### src/rtl/byte_serial_adder_ctrl_if.sv
// Operand/result handshake bundle for byte_serial_adder_ctrl.
//   in_valid/in_ready : operand pair handshake (in_a, in_b, in_cin)
//   out_valid/out_ready : result handshake (out_sum, out_cout)
// master = environment side (produces operands, consumes result)
// slave  = controller side
interface byte_serial_adder_ctrl_if #(
  parameter int unsigned NBYTES = 4
);
  logic                  in_valid;
  logic                  in_ready;
  logic [8*NBYTES-1:0]   in_a;
  logic [8*NBYTES-1:0]   in_b;
  logic                  in_cin;
  logic                  out_valid;
  logic                  out_ready;
  logic [8*NBYTES-1:0]   out_sum;
  logic                  out_cout;

  modport master (
    output in_valid, in_a, in_b, in_cin, out_ready,
    input  in_ready, out_valid, out_sum, out_cout
  );

  modport slave (
    input  in_valid, in_a, in_b, in_cin, out_ready,
    output in_ready, out_valid, out_sum, out_cout
  );
endinterface

### src/rtl/byte_serial_adder_ctrl.sv
// Byte-serial wide adder controller. Streams NBYTES-wide operands one byte
// per cycle through an external combinational 8-bit adder, chaining the
// carry, and presents the full sum on a valid/ready result port.
// Ports:
//   clk, rst_n          clock, async active-low reset
//   bus (slave)         operand and result handshakes (see interface)
//   add_a, add_b        byte operands to the external adder
//   add_cin             carry into the external adder
//   add_s, add_cout     combinational result of the external adder
module byte_serial_adder_ctrl #(
  parameter int unsigned NBYTES = 4
) (
  input  logic                     clk,
  input  logic                     rst_n,
  byte_serial_adder_ctrl_if.slave  bus,
  output logic [7:0]               add_a,
  output logic [7:0]               add_b,
  output logic                     add_cin,
  input  logic [7:0]               add_s,
  input  logic                     add_cout
);
  localparam int unsigned IW = (NBYTES > 1) ? $clog2(NBYTES) : 1;
  localparam logic [IW-1:0] LAST = IW'(NBYTES - 1);

  typedef enum logic [1:0] {IDLE, RUN, DONE} state_t;

  state_t        state;
  state_t        next_state;
  logic [7:0]    a_reg   [NBYTES];
  logic [7:0]    b_reg   [NBYTES];
  logic [7:0]    sum_reg [NBYTES];
  logic          carry;
  logic [IW-1:0] idx;
  logic          accept;

  assign accept = bus.in_valid && bus.in_ready;

  // State register
  always_ff @(posedge clk or negedge rst_n) begin
    if (!rst_n) begin
      state <= IDLE;
    end else begin
      state <= next_state;
    end
  end

  // Next-state logic
  always_comb begin
    next_state = state;
    case (state)
      IDLE: if (accept) next_state = RUN;
      RUN:  if (idx == LAST) next_state = DONE;
      DONE: if (bus.out_ready) next_state = IDLE;
      default: next_state = IDLE;
    endcase
  end

  // Datapath: operand capture, per-byte sum capture, carry chaining
  always_ff @(posedge clk or negedge rst_n) begin
    if (!rst_n) begin
      for (int unsigned i = 0; i < NBYTES; i++) begin
        a_reg[i]   <= '0;
        b_reg[i]   <= '0;
        sum_reg[i] <= '0;
      end
      carry <= 1'b0;
      idx   <= '0;
    end else begin
      case (state)
        IDLE: begin
          if (accept) begin
            for (int unsigned i = 0; i < NBYTES; i++) begin
              a_reg[i] <= bus.in_a[8*i +: 8];
              b_reg[i] <= bus.in_b[8*i +: 8];
            end
            carry <= bus.in_cin;
            idx   <= '0;
          end
        end
        RUN: begin
          sum_reg[idx] <= add_s;
          carry        <= add_cout;
          idx          <= idx + 1'b1;
        end
        default: ;
      endcase
    end
  end

  // Outputs. in_ready is gated by rst_n so it reads 0 while reset is held,
  // even though the state register already sits in IDLE.
  always_comb begin
    bus.in_ready  = (state == IDLE) && rst_n;
    bus.out_valid = (state == DONE);
    bus.out_sum   = '0;
    bus.out_cout  = 1'b0;
    add_a         = '0;
    add_b         = '0;
    add_cin       = 1'b0;
    if (state == DONE) begin
      for (int unsigned i = 0; i < NBYTES; i++) begin
        bus.out_sum[8*i +: 8] = sum_reg[i];
      end
      bus.out_cout = carry;
    end
    if (state == RUN) begin
      add_a   = a_reg[idx];
      add_b   = b_reg[idx];
      add_cin = carry;
    end
  end
endmodule

### src/flat_wrapper.sv
// flat-port wrapper written by rule: the top's interface ports become plain ports
module byte_serial_adder_ctrl_flat 
#(
  parameter int unsigned NBYTES = 4
)
  (clk, rst_n, add_a, add_b, add_cin, add_s, add_cout, bus_in_valid, bus_in_a, bus_in_b, bus_in_cin, bus_out_ready, bus_in_ready, bus_out_valid, bus_out_sum, bus_out_cout);
  byte_serial_adder_ctrl_if #(.NBYTES(NBYTES)) bus_i ();
  input  logic clk;
  input  logic rst_n;
  output logic [7:0] add_a;
  output logic [7:0] add_b;
  output logic add_cin;
  input  logic [7:0] add_s;
  input  logic add_cout;
  input wire logic [$bits(bus_i.in_valid)-1:0] bus_in_valid;
  input wire logic [$bits(bus_i.in_a)-1:0] bus_in_a;
  input wire logic [$bits(bus_i.in_b)-1:0] bus_in_b;
  input wire logic [$bits(bus_i.in_cin)-1:0] bus_in_cin;
  input wire logic [$bits(bus_i.out_ready)-1:0] bus_out_ready;
  output wire logic [$bits(bus_i.in_ready)-1:0] bus_in_ready;
  output wire logic [$bits(bus_i.out_valid)-1:0] bus_out_valid;
  output wire logic [$bits(bus_i.out_sum)-1:0] bus_out_sum;
  output wire logic [$bits(bus_i.out_cout)-1:0] bus_out_cout;
  assign bus_i.in_valid = bus_in_valid;
  assign bus_i.in_a = bus_in_a;
  assign bus_i.in_b = bus_in_b;
  assign bus_i.in_cin = bus_in_cin;
  assign bus_i.out_ready = bus_out_ready;
  assign bus_in_ready = bus_i.in_ready;
  assign bus_out_valid = bus_i.out_valid;
  assign bus_out_sum = bus_i.out_sum;
  assign bus_out_cout = bus_i.out_cout;
  byte_serial_adder_ctrl #(.NBYTES(NBYTES)) u_core (.clk(clk), .rst_n(rst_n), .bus(bus_i), .add_a(add_a), .add_b(add_b), .add_cin(add_cin), .add_s(add_s), .add_cout(add_cout));
endmodule
### config.mk
export PLATFORM = sky130hd
export DESIGN_NAME = byte_serial_adder_ctrl_flat
export DESIGN_NICKNAME = d
export VERILOG_FILES = /design/src/rtl/byte_serial_adder_ctrl_if.sv /design/src/rtl/byte_serial_adder_ctrl.sv /design/src/flat_wrapper.sv
export SDC_FILE = /design/constraint.sdc
export NUM_CORES = 1
export LEC_CHECK = 0
export ABC_AREA = 1
export CORE_UTILIZATION = 39
export CTS_CLUSTER_SIZE = 25
export DETAILED_ROUTE_END_ITERATION = 8
export GPL_TIMING_DRIVEN = 0
export PLACE_DENSITY = 0.66
export SYNTH_ARGS = -nofsm -noshare
export SYNTH_HDL_FRONTEND = slang
export SYNTH_SLANG_ARGS = --single-unit
export TNS_END_PERCENT = 20
### constraint.sdc
create_clock -name clk -period 2.05 [get_ports clk]
set_input_delay 0.615 -clock clk [delete_from_list [all_inputs] [get_ports clk]]
set_output_delay 0.615 -clock clk [all_outputs]
set_load 0.02 [all_outputs]
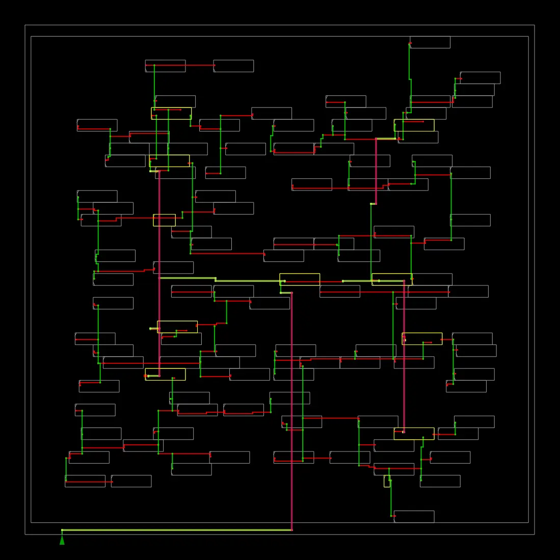
Fig. 1. The clock network (run 1).
insertion delay to the later sink of the worst-skew pair: 0.34 ns
total clock network power: 1.51 mW

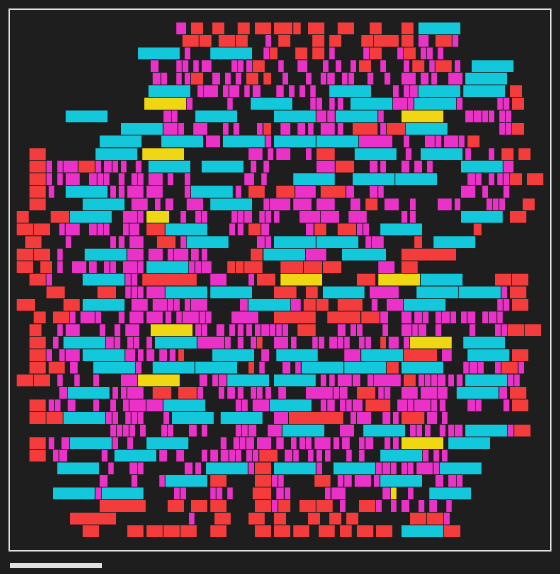
Fig. 2. Placed cells, one colour a class (run 1).
Bar = 20 um.
[clock drivers and dummy loads] yellow | cells: 11 | share of their area: 3.3%
[remaining buffers and delay cells] red | cells: 176 | share of their area: 25%
[remaining logic cells] magenta | cells: 541 | share of their area: 37%
[registers] cyan | cells: 101 | share of their area: 35%
FP Rows: 41
Core Footprint: 0.0127 sq mm
Non-Filler Cell Area, Final: 0.00747 sq mm
fin util: 58.7%

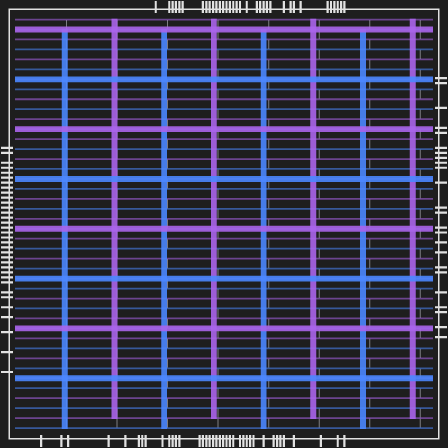
Fig. 3. PDN straps and rails (run 1).
Pins as bars on the die edge. Tap cells in grey.
[VSS] blue
[VDD] purple
rows: 41
signal pins: 130
met4 straps: 8
met5 straps: 8

==> reports/metrics.json, run 1 <==
{
  "outcome": "finished with violations",
  "failed_checks": "setup timing",
  "grt_pass1_vias": 4499,
  "regToRegStartpoint": "u_core.idx[0]$_DFFE_PN0P_",
  "port-buffer-count": 129,
  "buffers": 176,
  "clockNetworkAreaShare_pct": 3.25,
  "via_count": 4600,
  "yosys.area_share.xor_xnor_pct": 0,
  "initial_antenna_violation_count": 0,
  "setup_total_negative_slack_ns": -2.23,
  "fp.dieW_um": 117,
  "gp_congestion": 0.866,
  "combinationalPower_mw": 5.63,
  "critical_path.max_fanout": 10,
  "post_drt_via_cell_ratio": 4.60,
  "number_of_enable_flip_flop_cells": 0,
  "final_common_cell": "sky130_fd_sc_hd__inv_1",
  "slowest_stage_cell_crit_path": "sky130_fd_sc_hd__dfrtp_1",
  "power-top-group": "combinational cells",
  "maxCapViolCount": 0,
  "final_min_period_over_clock_period_pct": 109,
  "first_iter_violations": 235,
  "rsz_0062_raised_after_global_routing": "true",
  "setup-violations-final": 17,
  "grt_use_met2_pct": 35.5,
  "timing.rr.end": "u_core.sum_reg[13]$_DFFE_PN0P_",
  "die_h_um": 117,
  "route.final.wire_length_um": 14200,
  "combAreaFraction_pct": 27.1,
  "post-synth-top-area-fraction_pct": 49.1,
  "top_usage_layer": "met2",
  "power_report.internal_total_mw": 6.15,
  "net_total_in_the_final_layout": 911,
  "n_all_inverters": 174,
  "tritoncts": "yes",
  "post_synthesis_area_per_instance_sq_um": 7.62,
  "netSwitchingPower_mw": 4.48,
  "cp.depth": 7,
  "timing.final.ws_setup_ns": -0.187,
  "synthFlopType": "sky130_fd_sc_hd__dfrtp_1",
  "holdWs_ns": 0.0937,
  "htreeDepth": 3,
  "pwr.group.sequential_mw": 3.49,
  "top_cells_by_area": "sky130_fd_sc_hd__dfrtp_1, sky130_fd_sc_hd__nand2_1, sky130_fd_sc_hd__inv_1",
  "vdd_drop_max_mv": 0.729,
  "drive_gt1_share_pct": 24.7,
  "finalNonFillerCells": 1001,
  "timing_worst_setup_path_type": "register to output port",
  "combinationalPowerShare_pct": 52.9,
  "finalPower_mw": 10.6,
  "seq_share_pct": 33.9,
  "cts_max_path_buffers": 2,
  "dpl-instance-area_sq_mm": 0.00668,
  "numSynthFlops": 101,
  "critical-path-max-stage-delay_ns": 0.37,
  "path_cells": "buf_6, clkinv_8, buf_12, nand2_2, nand3_4, a21oi_4, buf_6",
  "crit_buf_inv": 4,
  "clk_slew_on_worst_s_h_paths_ns": 0.06,
  "placement.setup.worst_slack_ns": -1.01,
  "synth.top_cells.by_count": "sky130_fd_sc_hd__nand2_1, sky130_fd_sc_hd__inv_1, sky130_fd_sc_hd__dfrtp_1, sky130_fd_sc_hd__o21ai_1, sky130_fd_sc_hd__o21ai_0",
  "worst_setup_path_startpoint": "u_core.idx[0]$_DFFE_PN0P_",
  "initCoreUtil_pct": 40.4,
  "tritoncts.num_buffers": 9,
  "topRoutingLayerUsed": "met4",
  "ys_cells": 675,
  "reg2reg_setup_slack_ns": 0.31,
  "warning_count": 31,
  "cts_sink_cnt": 101,
  "nFillCells": 1209,
  "drv_slew": 0,
  "critical_path.endpoint": "add_a[6]",
  "synthAdderAreaFrac_pct": 0.973,
  "fraction_of_area_in_non_clock_buffers_pct": 23.8,
  "grt_max_degree": 28,
  "share_clk_of_total_power_pct": 14.2,
  "n_antenna_cell": 0
}
Fig. 4: run 1, selected gate families
Bar = 20 um.
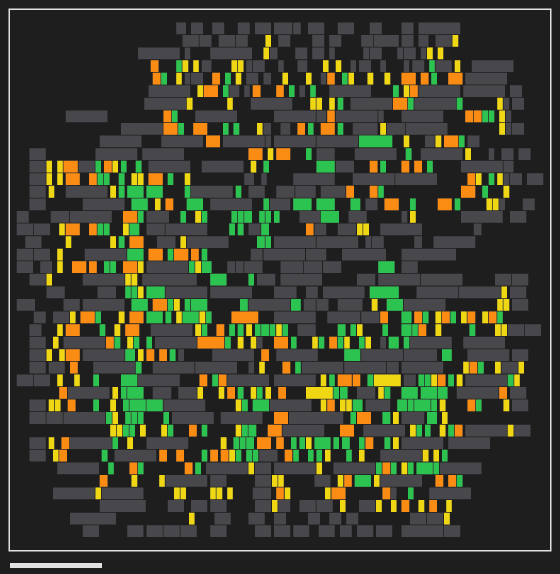

==> inputs of run 2 (changes only) <==
- RECOVER_POWER: not set -> 25
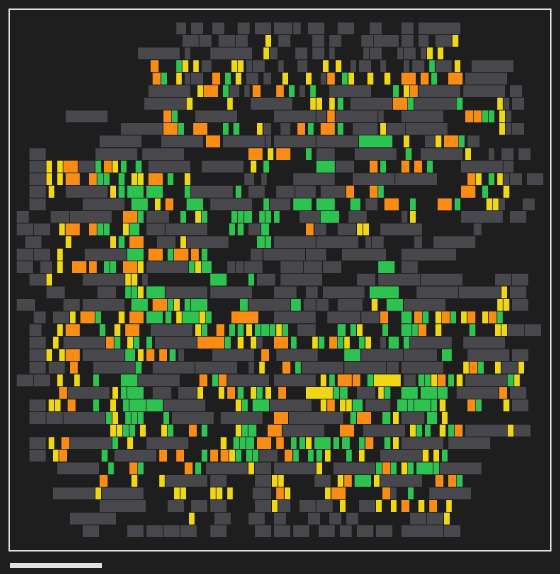
Fig. 5. Selected gate families (run 2).
Bar = 20 um.
[inv cells] yellow | cells: 174 | most used: inv_1 | where: spread over the die
[aoi and oai cells] orange | cells: 114 | most used: o21ai_1 | where: spread over the die
[nand cells] green | cells: 212 | most used: nand2_1

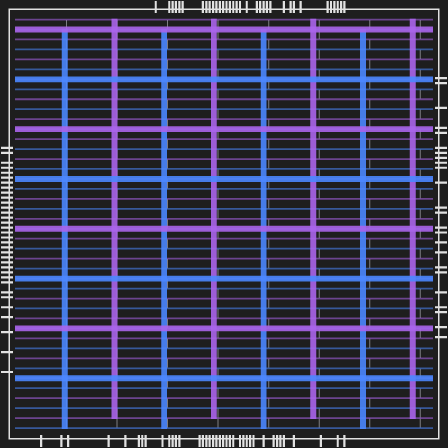
Fig. 6. PDN straps and rails (run 2).
Pins as bars on the die edge. Tap cells in grey.
[VDD] purple
[VSS] blue
met4 straps: 8
rows: 41
tap cells: 172
met1 rails: 42

==> reports/metrics.json, run 2 <==
{
  "numSynthFlops": {"value": 101, "change": "unchanged"},
  "dpl-instance-area": {"value": 0.00668, "unit": "sq mm", "change": "unchanged"},
  "fp.dieW": {"value": 117, "unit": "um", "change": "unchanged"},
  "cts_max_path_buffers": {"value": 2, "change": "unchanged"},
  "power-top-group": "combinational cells",
  "outcome": "finished with violations",
  "combinationalPower": {"value": 5.62, "unit": "mW", "change": "about the same"},
  "share_clk_of_total_power": {"value": 14.2, "unit": "%", "change": "about the same"},
  "slowest_stage_cell_crit_path": "sky130_fd_sc_hd__dfrtp_1",
  "drive_gt1_share": {"value": 24.6, "unit": "%", "change": "-0.12 points"},
  "setup-violations-final": {"value": 17, "change": "unchanged"},
  "path_cells": "buf_6, clkinv_8, buf_12, nand2_2, nand3_4, a21oi_4, buf_6",
  "finalPower": {"value": 10.6, "unit": "mW", "change": "about the same"},
  "top_cells_by_area": "sky130_fd_sc_hd__dfrtp_1, sky130_fd_sc_hd__nand2_1, sky130_fd_sc_hd__inv_1",
  "n_antenna_cell": {"value": 0, "change": "unchanged"},
  "port-buffer-count": {"value": 129, "change": "unchanged"},
  "final_common_cell": "sky130_fd_sc_hd__inv_1",
  "initCoreUtil": {"value": 40.4, "unit": "%", "change": "unchanged"},
  "buffers": {"value": 176, "change": "unchanged"},
  "synthFlopType": "sky130_fd_sc_hd__dfrtp_1",
  "top_usage_layer": "met2",
  "cp.depth": {"value": 7, "change": "unchanged"},
  "via_count": {"value": 4604, "change": "+0.087%"},
  "final_min_period_over_clock_period": {"value": 109, "unit": "%", "change": "about the same"},
  "ys_cells": {"value": 675, "change": "unchanged"},
  "initial_antenna_violation_count": {"value": 0, "change": "unchanged"},
  "grt_pass1_vias": {"value": 4499, "change": "unchanged"},
  "drv_slew": {"value": 0, "change": "unchanged"},
  "reg2reg_setup_slack": {"value": 0.31, "unit": "ns", "change": "about the same"},
  "nFillCells": {"value": 1211, "change": "+0.17%"},
  "finish.utilization": {"value": 58.5, "unit": "%", "change": "-0.23 points"},
  "worstSkewPairLatency": {"value": 0.35, "unit": "ns", "change": "about the same"},
  "failed_checks": "setup timing",
  "tritoncts": "yes",
  "netSwitchingPower": {"value": 4.48, "unit": "mW", "change": "about the same"},
  "worst_setup_path_startpoint": "u_core.idx[0]$_DFFE_PN0P_",
  "grt_use_met2": {"value": 35.5, "unit": "%", "change": "unchanged"},
  "timing.final.ws_setup": {"value": -0.187, "unit": "ns", "change": "-0.000387 ns"},
  "net_total_in_the_final_layout": {"value": 911, "change": "unchanged"},
  "seq_share": {"value": 34.0, "unit": "%", "change": "+0.13 points"},
  "power_report.internal_total": {"value": 6.15, "unit": "mW", "change": "-0.12%"},
  "fraction_of_area_in_non_clock_buffers": {"value": 23.6, "unit": "%", "change": "-0.29 points"},
  "synthAdderAreaFrac": {"value": 0.973, "unit": "%", "change": "unchanged"},
  "timing_worst_setup_path_type": "register to output port",
  "critical-path-max-stage-delay": {"value": 0.37, "unit": "ns", "change": "about the same"},
  "clk_slew_on_worst_s_h_paths": {"value": 0.06, "unit": "ns", "change": "about the same"},
  "holdWs": {"value": 0.0931, "unit": "ns", "change": "-0.000622 ns"},
  "timing.rr.end": "u_core.sum_reg[13]$_DFFE_PN0P_",
  "topRoutingLayerUsed": "met4",
  "route.final.wire_length": {"value": 14200, "unit": "um", "change": "about the same"},
  "rsz_0062_raised_after_global_routing": "true",
  "synth.top_cells.by_count": "sky130_fd_sc_hd__nand2_1, sky130_fd_sc_hd__inv_1, sky130_fd_sc_hd__dfrtp_1, sky130_fd_sc_hd__o21ai_1, sky130_fd_sc_hd__o21ai_0",
  "htreeDepth": {"value": 3, "change": "unchanged"},
  "grt_max_degree": {"value": 28, "change": "unchanged"},
  "stdcell_area": {"value": 0.00744, "unit": "sq mm", "change": "-0.39%"},
  "critical_path.max_fanout": {"value": 10, "change": "unchanged"}
}
Power figures rest on the tool's default switching activity, not on a simulated workload.
